Figure 1. M1 wires (run 1).
Supply wires on this layer in grey. Cells faint in the background.
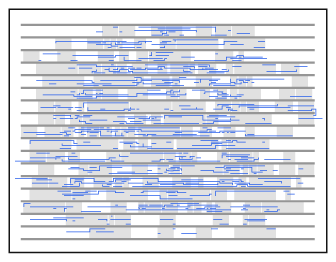
Figure 2. Clock distribution (run 1).
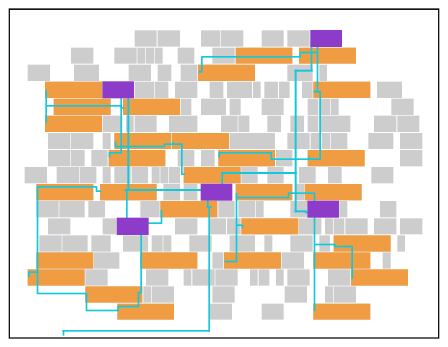
Figure 3. Clock routing (run 1).
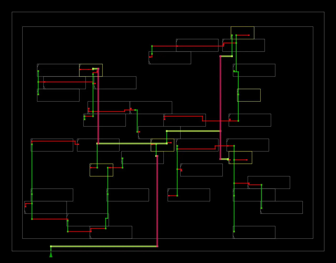
**src/rtl/reverser_serial_unit.sv**
```systemverilog
// reverser_serial_unit: selects operand A or B and reverses it either bit-by-bit
// or in GROUP-bit chunks. The order of bits inside each chunk is kept.
// Valid/ready handshakes on the input and output sides. FSM: IDLE -> SHIFT -> DONE.
// Default build: one reversal step per clock (WIDTH steps, or WIDTH/GROUP steps).
// Define REVERSER_FAST_EN to finish SHIFT in a single cycle. The handshake is unchanged.
module reverser_serial_unit #(
  parameter int unsigned WIDTH = 8,
  parameter int unsigned GROUP = 4
) (
  input  logic             clk,
  input  logic             rst,
  input  logic [WIDTH-1:0] A,
  input  logic [WIDTH-1:0] B,
  input  logic             Sel,
  input  logic             Mode,
  input  logic             in_valid,
  output logic             in_ready,
  output logic [WIDTH-1:0] Out,
  output logic             out_valid,
  input  logic             out_ready,
  output logic             busy
);

  localparam int unsigned NumGroups = WIDTH / GROUP;
  localparam int unsigned CntW      = $clog2(WIDTH + 1);

  typedef enum logic [1:0] {StIdle, StShift, StDone} state_e;

  state_e           state_q, state_d;
  logic [WIDTH-1:0] sr_q, sr_d;
  logic [WIDTH-1:0] res_q, res_d;
  logic [WIDTH-1:0] out_q, out_d;
  logic [CntW-1:0]  cnt_q, cnt_d;
  logic             mode_q, mode_d;
  logic             last_step;

`ifdef REVERSER_FAST_EN
  // Full bit reversal of the operand.
  function automatic logic [WIDTH-1:0] bit_rev(input logic [WIDTH-1:0] v);
    logic [WIDTH-1:0] r;
    for (int i = 0; i < int'(WIDTH); i++) begin
      r[i] = v[int'(WIDTH) - 1 - i];
    end
    return r;
  endfunction

  // Reversal of the chunk order. Bits keep their order inside each chunk.
  function automatic logic [WIDTH-1:0] grp_rev(input logic [WIDTH-1:0] v);
    logic [WIDTH-1:0] r;
    for (int g = 0; g < int'(NumGroups); g++) begin
      for (int b = 0; b < int'(GROUP); b++) begin
        r[g * int'(GROUP) + b] = v[(int'(NumGroups) - 1 - g) * int'(GROUP) + b];
      end
    end
    return r;
  endfunction

  assign last_step = 1'b1;
`else
  localparam logic [CntW-1:0] LastBitStep = CntW'(WIDTH - 1);
  localparam logic [CntW-1:0] LastGrpStep = CntW'(NumGroups - 1);

  // The step that is in progress is the final one for the latched mode.
  assign last_step = (cnt_q == (mode_q ? LastGrpStep : LastBitStep));
`endif

  // State register
  always_ff @(posedge clk or posedge rst) begin
    if (rst) begin
      state_q <= StIdle;
    end else begin
      state_q <= state_d;
    end
  end

  // Next-state logic
  always_comb begin
    state_d = state_q;
    unique case (state_q)
      StIdle:  if (in_valid)  state_d = StShift;
      StShift: if (last_step) state_d = StDone;
      StDone:  if (out_ready) state_d = StIdle;
      default: state_d = StIdle;
    endcase
  end

  // Datapath registers: operand shifter, partial result, step counter, result
  always_ff @(posedge clk or posedge rst) begin
    if (rst) begin
      sr_q   <= '0;
      res_q  <= '0;
      out_q  <= '0;
      cnt_q  <= '0;
      mode_q <= 1'b0;
    end else begin
      sr_q   <= sr_d;
      res_q  <= res_d;
      out_q  <= out_d;
      cnt_q  <= cnt_d;
      mode_q <= mode_d;
    end
  end

  // Datapath next-state: latch at acceptance, step in SHIFT, load Out on the last step
  always_comb begin
    sr_d   = sr_q;
    res_d  = res_q;
    out_d  = out_q;
    cnt_d  = cnt_q;
    mode_d = mode_q;
    unique case (state_q)
      StIdle: begin
        if (in_valid) begin
          sr_d   = Sel ? B : A;
          mode_d = Mode;
          res_d  = '0;
          cnt_d  = '0;
        end
      end
      StShift: begin
`ifdef REVERSER_FAST_EN
        res_d = mode_q ? grp_rev(sr_q) : bit_rev(sr_q);
`else
        if (mode_q) begin
          res_d = {res_q[WIDTH-GROUP-1:0], sr_q[GROUP-1:0]};
          sr_d  = sr_q >> GROUP;
        end else begin
          res_d = {res_q[WIDTH-2:0], sr_q[0]};
          sr_d  = sr_q >> 1;
        end
`endif
        cnt_d = cnt_q + CntW'(1);
        if (last_step) begin
          out_d = res_d;
        end
      end
      default: ;
    endcase
  end

  // Handshake outputs come only from the registered state
  always_comb begin
    in_ready  = (state_q == StIdle);
    out_valid = (state_q == StDone);
    busy      = (state_q != StIdle);
  end

  assign Out = out_q;

endmodule

```
**config.mk**
```make
export PLATFORM = sky130hd
export DESIGN_NAME = reverser_serial_unit
export DESIGN_NICKNAME = d
export VERILOG_FILES = /design/src/rtl/reverser_serial_unit.sv
export SDC_FILE = /design/constraint.sdc
export NUM_CORES = 1
export LEC_CHECK = 0
export CAP_MARGIN = 20
export CORE_ASPECT_RATIO = 0.75
export CORE_MARGIN = 2
export CORE_UTILIZATION = 49
export CTS_CLUSTER_DIAMETER = 120
export DETAILED_ROUTE_END_ITERATION = 6
export PLACE_DENSITY = 0.78
export SKIP_CTS_REPAIR_TIMING = 1
export SYNTH_ARGS = -nofsm -noshare
export SYNTH_HDL_FRONTEND = slang
export SYNTH_SLANG_ARGS = --single-unit
```
**constraint.sdc**
```tcl
create_clock -name clk -period 2.8 [get_ports clk]
set_clock_uncertainty 0.1 [all_clocks]
set_input_delay 0.84 -clock clk [delete_from_list [all_inputs] [get_ports clk]]
set_output_delay 0.84 -clock clk [all_outputs]
set_load 0.02 [all_outputs]
```
==> qor.yml, run 1 <==
floorplanning:
  fp_util_pct: 51.6
  die_h_um: 52.2
  rows: 17
  core_sq_um: 2940
  die_x_um: 68.2
  io_pins: 33
run:
  log.warning_count: 26
  cap_violations: 0
grt:
  antenna_found_initial: 0
  grt_overflow: 0
  grtUsageTotal_pct: 21.6
  grt_start_max_net_pins: 31
synthesis:
  adder_share_pct: 0.826
  ys_sh_mux_pct: 15.4
  top_logic_kind: "AND-OR/OR-AND gates"
  synthCells: 140
  synth-simple-area-share_pct: 13.2
  syn_area_sq_um: 1520
  yosysUniqueCellTypes: 25
  ys_seq_share_pct: 49.5
  synth_nets: 163
  ys_sh_xor_pct: 0
  synthAoiAreaFrac_pct: 16.4
  yosys_area_sq_um: 1520
  ys_cells: 140
place:
  hpwl_um: 2400
  io_buffers: 32
  dp.cells: 206
  gp_congestion: 0.846
critical_path:
  path_class: "register to output pin"
  endpoint: "out_valid"
  startpoint_type: "register"
  timing.reg2reg.setup_slack_ps: 600
  crit_start: "state_q[1]"
  reg2reg_depth: 3
  worst_ep_arrival_time_ps: 1620
  required_ps: 1860
power:
  clock_power_share_pct: 16.0
  comb-power_uw: 974
  ir_drop_mv: 0.618
  p_comb_share_pct: 46.3
  p_sw_uw: 814
  seqPwrFrac_pct: 37.6
  pwr_density_cell_nw_per_um2: 1070
  leakage_nw: 0.824
finish:
  nFillCells: 241
  area_growth_pct: 29.1
  drive_above_1_share_pct: 13.8
  mostFrequentLayoutCells: "clkdlybuf4s50_1, dfrtp_1, nand2_1"
  stdcell_count: 212
  multiInputGateArea_sq_um: 694
  ff_latch_area_sq_um: 751
  final_common_cell: "clkdlybuf4s50_1"
timing:
  maxSlewHeadroom_pct: 54.6
  rsz0062_at_grt: "no"
  period_used_pct: 91.4
  finalMaxSlewViolations: 0
  period_needed_ps: 2560
  setup_viol: 0
  fin_tns_setup_ps: 0
  hold_viol_final: 0
  hold_ws_ps: 386
min_path:
  hold_class: "register to register"
  hold_depth: 2
  min_to: "res_q[4]"
clock_tree:
  htreeDepth: 2
  clkTransAtPathRegs_ps: 60
  clock-root-buffer: "clkbuf_8"
  cts_tree: "built"
detailed_routing:
  viasPerCell: 5.48
  drc: 0
  firstDrtPassIters: 4
  first_iter_violations: 99
  antenna_left: 0
run_status:
  outcome: "complete, no violations"
## Picture notes: Figure 1
main direction: horizontal
nets with wire on the layer: 176
longest straight run: 22.5 um

## Picture notes: Figure 2
[clock-net drivers] purple | count: 5
[flip-flops] orange | count: 30
[clock wires] cyan | length: 376 um
routed clock nets: 6

## Picture notes: Figure 3
flop count: 30
P_clk: 337 uW
CTS Sinks: 30
# clk buffers: 6

[run 1: routing by layer]
metal,global-route usage (%),routed length (um),up-vias
li1,-,-,565
met1,30.8,1590,550
met2,30.7,1480,40
met3,4.55,212,7
met4,11.0,58,0
met5,0,0,-
[run 1: flip-flops by register name (all words and copies together), names as in the netlist]
| register | cells |
|---|---|
| sr_q | 8 |
| cnt_q | 4 |
| mode_q | 1 |
| state_q | 2 |
| Out | 8 |
| res_q | 7 |
[run 1: cell type report]
class | count | share of cell area, %
clock buffers | 6 | 4.22
repair buffers | 36 | 17.9
well taps | 38 | 2.43
inverters | 8 | 1.54
flip-flops and latches | 30 | 38.4
multi-input cells | 94 | 35.5
[run 1: worst max-delay path: stages (launching register included)]
cell and delay, ps:
dfrtp_1 500, nor2b_1 220, clkdlybuf4s50_1 630
[run 1: cell usage after synthesis]
cell type   n  area [sq um]
a211oi_1    8          60.1
dfrtp_1    30           751
nand2_1    15          56.3
ha_1        1          12.5
nor2_1      2          7.51
inv_1       8          30.0
o31ai_1     5          37.5
a22o_1      4          35.0
o21ai_0     9          45.0
nand2b_1    2          12.5
clkbuf_1    7          26.3
nand3b_1    1          7.51
mux2i_1    12           120
or3b_4      1          11.3
a211oi_4    1          20.0
nor4bb_1    3          30.0
mux2_2     10           113
a22o_2      1          10.0
nand3_1     1          5.00
or2b_1      1          7.51
a21o_2      1          8.76
a21oi_1     5          25.0
o21bai_1    1          7.51
nor2b_1    10          62.6
clkbuf_8    1          13.8
[run 1: stage by stage]
stage | cell area, sq um | setup WS, ps | util (%)
6_report | 1960 | 240 | 66.6
3_3_place_gp | 1870 | 594 | 63.8
5_1_grt | 1960 | 159 | 66.6
4_1_cts | 1960 | 233 | 66.6
2_1_floorplan | 1520 | 755 | -
3_5_place_dp | 1870 | 544 | 63.8
==> run 2, diff against run 1 <==
--- a/config.mk
+++ b/config.mk
@@ -5,6 +5,7 @@
 export SDC_FILE = /design/constraint.sdc
 export NUM_CORES = 1
 export LEC_CHECK = 0
+export ABC_CLOCK_PERIOD_IN_PS = 2800
 export CAP_MARGIN = 20
 export CORE_ASPECT_RATIO = 0.75
 export CORE_MARGIN = 2
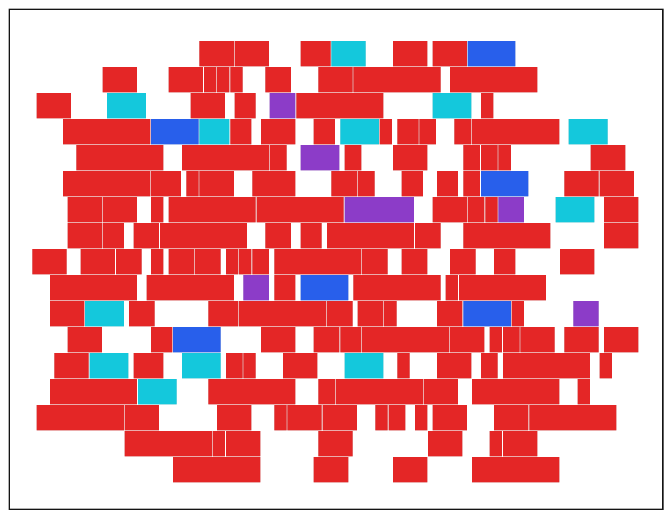
Figure 4: run 2, cell sizes after repair.
[x2] cyan | cells: 12 | share: 6.9%
[x6 and larger] blue | cells: 6 | share: 3.4%
[x1 and smaller] red | cells: 150 | share: 86%
[x3 and x4] purple | cells: 6 | share: 3.4%

==> qor.yml, run 2 <==
critical_path:
  cpPeakStageDelay_ps: 630
  reg2reg_depth: 3
  timing.reg2reg.setup_slack_ps: 600
  startpoint_type: "register"
  crit_chain: "nor2b_1, clkdlybuf4s50_1"
  path_buffers: 1
  critPathCaptureType: "output pin"
  endpoint: "out_valid"
  critical-path-top-delay-family: "buffers and inverters"
  critical_path.slowest_cell: "clkdlybuf4s50_1"
  r2r_start: "state_q[1]"
  r2r_end: "Out[7]"
  cp_num_cells: 2
  path_class: "register to output pin"
  crit_fanout: 10
  worst_ep_arrival_time_ps: 1620
  crit_start: "state_q[1]"
  required_ps: 1860
run_status:
  outcome: "complete, no violations"
power:
  ir_drop_mv: 0.618
  leakage_nw: 0.824
  p_comb_share_pct: 46.3
  clock_power_share_pct: 16.0
  seqPwrFrac_pct: 37.6
  total_power_mw: 2.10
  pwr_density_cell_nw_per_um2: 1070
  p_sw_uw: 814
  power.internal_mw: 1.29
  p_sw_share_pct: 38.7
place:
  hpwl_um: 2400
  gp_congestion: 0.846
  io_buffers: 32
  dp.cells: 206
synthesis:
  yosysUniqueCellTypes: 25
  synth_flop_count: 30
  synth_nets: 163
  synthTopCellsByArea: "dfrtp_1, mux2i_1, mux2_2"
  avgSynthCellArea_sq_um: 10.8
  yosys_area_sq_um: 1520
  yosys_most_used_dff: "dfrtp_1"
  yosys_warnings: 0
  top_area_share_pct: 49.5
  yosysTopAreaCell: "dfrtp_1"
  synthCells: 140
  synth-edff-count: 0
  ys_cells: 140
  ys_seq_share_pct: 49.5
  syn_area_sq_um: 1520
  top_cell: "dfrtp_1"
  synthTopCellsByCount: "dfrtp_1, nand2_1, mux2i_1"
  postSynth.asyncResetShare_pct: 100
finish:
  diodes: 0
  mostFrequentLayoutCells: "clkdlybuf4s50_1, dfrtp_1, nand2_1"
  area_growth_pct: 29.1
  multiInputGateArea_sq_um: 694
  ff_latch_area_sq_um: 751
  drive_above_1_share_pct: 13.8
  final_nets: 198
  nFillCells: 241
  stdcell_count: 212
  final_common_cell: "clkdlybuf4s50_1"
  final_core_util_pct: 66.6
min_path:
  hold_class: "register to register"
  min_from: "res_q[4]"
  hold_depth: 2
timing:
  worst-slew-pin-transition_ps: 680
  max_freq_mhz: 391
  fin_tns_setup_ps: 0
  hold_viol_final: 0
  period_used_pct: 91.4
  rsz0062_at_grt: "no"
  period_needed_ps: 2560
  hold_ws_ps: 386
  maxSlewHeadroom_pct: 54.6
  finalMaxSlewViolations: 0
  setup_viol: 0
grt:
  gr-usage-met1_pct: 30.8
  grtUsageTotal_pct: 21.6
  grt_overflow: 0
  grt_pass1_vias: 1139
  grt.busiest_layer: "met1"
  grt_pass1_wl_um: 5420
  grt_use_met3_pct: 4.55
  antenna_found_initial: 0
  gr-usage-met2_pct: 30.7
  grt_start_max_net_pins: 31
floorplanning:
  fp_util_pct: 51.6
  die_h_um: 52.2
  core_sq_um: 2940
  dieArea_sq_um: 3560
  rows: 17
  io_pins: 33
  die_x_um: 68.2
detailed_routing:
  wirelength_um: 3340
  viasPerCell: 5.48
  antenna_left: 0
  wl_per_cell_um: 15.8
  first_iter_violations: 99
  via_count: 1162
  firstDrtPassIters: 4
  drc: 0
run:
  log.warning_count: 26
  cap_violations: 0
clock_tree:
  cts_tree: "built"
  clkSinkCount: 30
  clock-root-buffer: "clkbuf_8"
  clkTransAtPathRegs_ps: 60
  htreeDepth: 2
  clk_path_buf_depth: 2
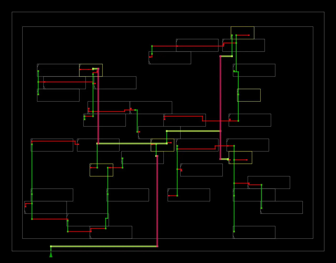
Figure 5: run 2, clock routing.
clk_lat worst skew: 280 ps
Num CTS Buffers: 5

==> run 2: cell counts in the layout (fill, tap and decap cells not counted) <==
No cell type changed its count.
==> run 2: power groups by stage <==
stage	registers (mW)	clock network, mW	logic, mW
final	0.791	0.337	0.974
after detailed placement	0.791	0	0.979
after floorplan	0.791	0	0.667
after global placement	0.778	0	0.951
after global routing	0.817	0.363	1.07
after CTS	0.786	0.343	0.980
==> run 2: stage by stage <==
step | setup slack, ps | instance area (sq um)
after floorplan | 755 | 1520
after detailed placement | 544 | 1870
after CTS | 233 | 1960
after global placement | 594 | 1870
after global routing | 159 | 1960
final | 240 | 1960
==> run 2: routing by layer <==
| metal | vias to the layer above | routed length (um) |
|---|---|---|
| met2 | 40 | 1480 |
| met1 | 550 | 1590 |
| met4 | 0 | 58 |
| li1 | 565 | - |
| met3 | 7 | 212 |
| met5 | - | 0 |
==> run 2: final cells by class <==
class | instances | area share (%)
sequential | 30 | 38.4
inverter | 8 | 1.54
clock buffer | 6 | 4.22
timing repair buffer | 36 | 17.9
tap | 38 | 2.43
multi-input combinational | 94 | 35.5
==> run 2: how the worst min path moves through the flow <==
stage / to
after CTS: res_q[4]
after floorplan: res_q[5]
final: res_q[4]
after detailed placement: res_q[4]
after global placement: res_q[4]
after global routing: Out[7]
==> run 2: cells by family (layout without fill, tap and decap cells) <==
kind of cell             count (synthesis)  after routing  synth area share, %
AND/OR/NAND/NOR                         36             36                 13.2
AND-OR/OR-AND                           35             35                 16.4
flip-flops                              30             30                 49.5
adder cells (fa/ha/maj)                  1              1                0.826
buffers and inverters                   16             50                 4.62
multiplexers                            22             22                 15.4
==> run 2: worst reg2reg max path, cell delays in order, from the launching register on <==
cell and delay, ps:
dfrtp_1 470, nand2b_1 460, a211oi_4 650, mux2_2 410
Power figures rest on the tool's default switching activity, not on a simulated workload.
